==> config.mk <==
export PLATFORM = sky130hd
export DESIGN_NAME = mem_port_arbiter
export DESIGN_NICKNAME = d
export VERILOG_FILES = /design/src/rtl/mem_arb_pkg.sv /design/src/rtl/mem_port_arbiter.sv
export SDC_FILE = /design/constraint.sdc
export NUM_CORES = 1
export LEC_CHECK = 0
export CELL_PAD_IN_SITES_DETAIL_PLACEMENT = 2
export CELL_PAD_IN_SITES_GLOBAL_PLACEMENT = 2
export CORE_AREA = 3 3 162 164
export DETAILED_ROUTE_END_ITERATION = 8
export DIE_AREA = 0 0 165 167
export PLACE_DENSITY = 0.9
export SETUP_SLACK_MARGIN = 0.05
export SYNTH_ARGS = -nofsm -noshare
export SYNTH_HDL_FRONTEND = slang
export SYNTH_SLANG_ARGS = --single-unit
==> constraint.sdc <==
create_clock -name clk -period 6.5 [get_ports clk]
set_input_delay 0.65 -clock clk [delete_from_list [all_inputs] [get_ports clk]]
set_output_delay 0.65 -clock clk [all_outputs]
set_load 0.02 [all_outputs]
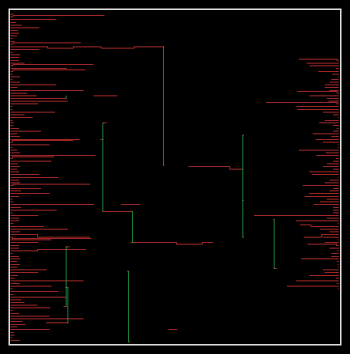
*Metal layers overlaid*
Scale: 2 px per um. Two of the layers only.
Key: M3 = red [wire length 2390 um]; M4 = green [wire length 279 um]
drt total wl: 23920 um
Routed WL per cell: 19.53 um
DR vias: 5649
Tot GR Track Use: 17.14%

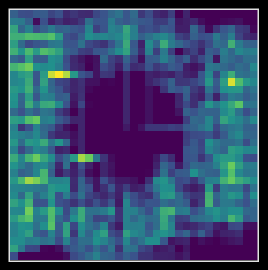
*Wire density map*
Scale: 1.5 px per um. 33 x 33 tiles, from dark purple (low) to yellow (high), scaled to the fullest tile. Values are wire area over tile area, all layers added.
The emptiest ninth of the die: centre. 13% of the tiles are over half the peak. 16% of the tiles are nearly empty. The mean over all tiles is 0.14. The fullest tile reaches 0.53.

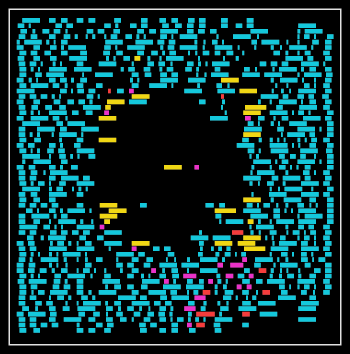
*Drive-strength map*
Scale: 2 px per um.
Key: x2 = red [cells 9, share 1.0%, most used mux2_2]; x6 and larger = yellow [cells 24, share 2.7%, most used clkbuf_16]; x3 and x4 = magenta [cells 20, share 2.2%, most used buf_4]; x1 and smaller = cyan [cells 842, share 94%, most used clkdlybuf4s50_1]
Area Growth Syn to Fin: 62.27%
post-route cell area: 0.01010 mm^2
post-route setup slack: 3.689 ns

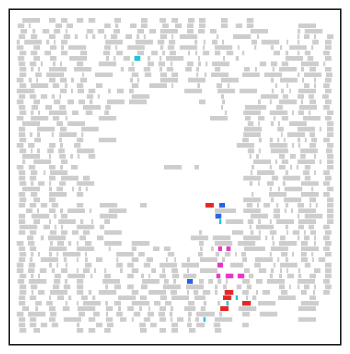
*Selected gate families*
Scale: 2 px per um.
Key: and/or cells = magenta [cells 6]; non-inverting ao/oa cells = blue [cells 3]; inv cells = cyan [cells 5]; fa/ha/maj cells = red [cells 5]
most numerous logic cell after layout: clkdlybuf4s50_1
logic share of the area: 24.53%

==> results.toml <==
# generated from flow reports
[yosys]
synth.avg_cell_area_um2 = 10.47
yosys_area_mm2 = 0.006227
top_logic_kind = "AND-OR/OR-AND gates"
area_leaders = "dfrtp_1, mux2i_1, nand2_1"
yosys_cells = 595
yosys.area_share.adder_pct = 1.005
yosysTopAreaCell = "dfrtp_1"
ys_sh_simple_pct = 12.76

[finish]
final_util_pct = 40.36
clk_share_pct = 5.882
nets = 1055
fin_cells = 1225
seq_cells = 140
signal_buffers = 311
drive_gt1_share_pct = 5.922
clock_buffers = 18

[outcome]
status = "completed"

[clock_network]
htree_levels = 4
cts-root-buf = "clkbuf_16"
clock-sinks = 140
path_clk_slew_ns = 0.06

[detailed_routing]
dr.max_layer_used = "met5"
met3_length_um = 2392

[critical_path]
ff2ff_path_depth = 5
worstPathArrival_ns = 3.04
critical_path_depth = 6
r2r_slack_ns = 4.00

[floorplanning]
rows = 58
ios = 303
die_w_um = 165

[power]
power_leader = "combinational cells"
p_comb_share_pct = 48.2
pwr-share-clk_pct = 20.4
p_leak_nw = 4.241
finalPower_mw = 4.951
sequentialPower_mw = 1.55

[placed_design]
dp_slack_ns = 3.226
hpwl_um = 17950
placed_cells = 1194

[grt]
grt_use_met3_pct = 7.388
use_met2_pct = 29.01

[final_timing]
timing.hold.ws_ns = 0.4765

[run]
maxCapViolCount = 0
Power is estimated from default activity; no workload was simulated.
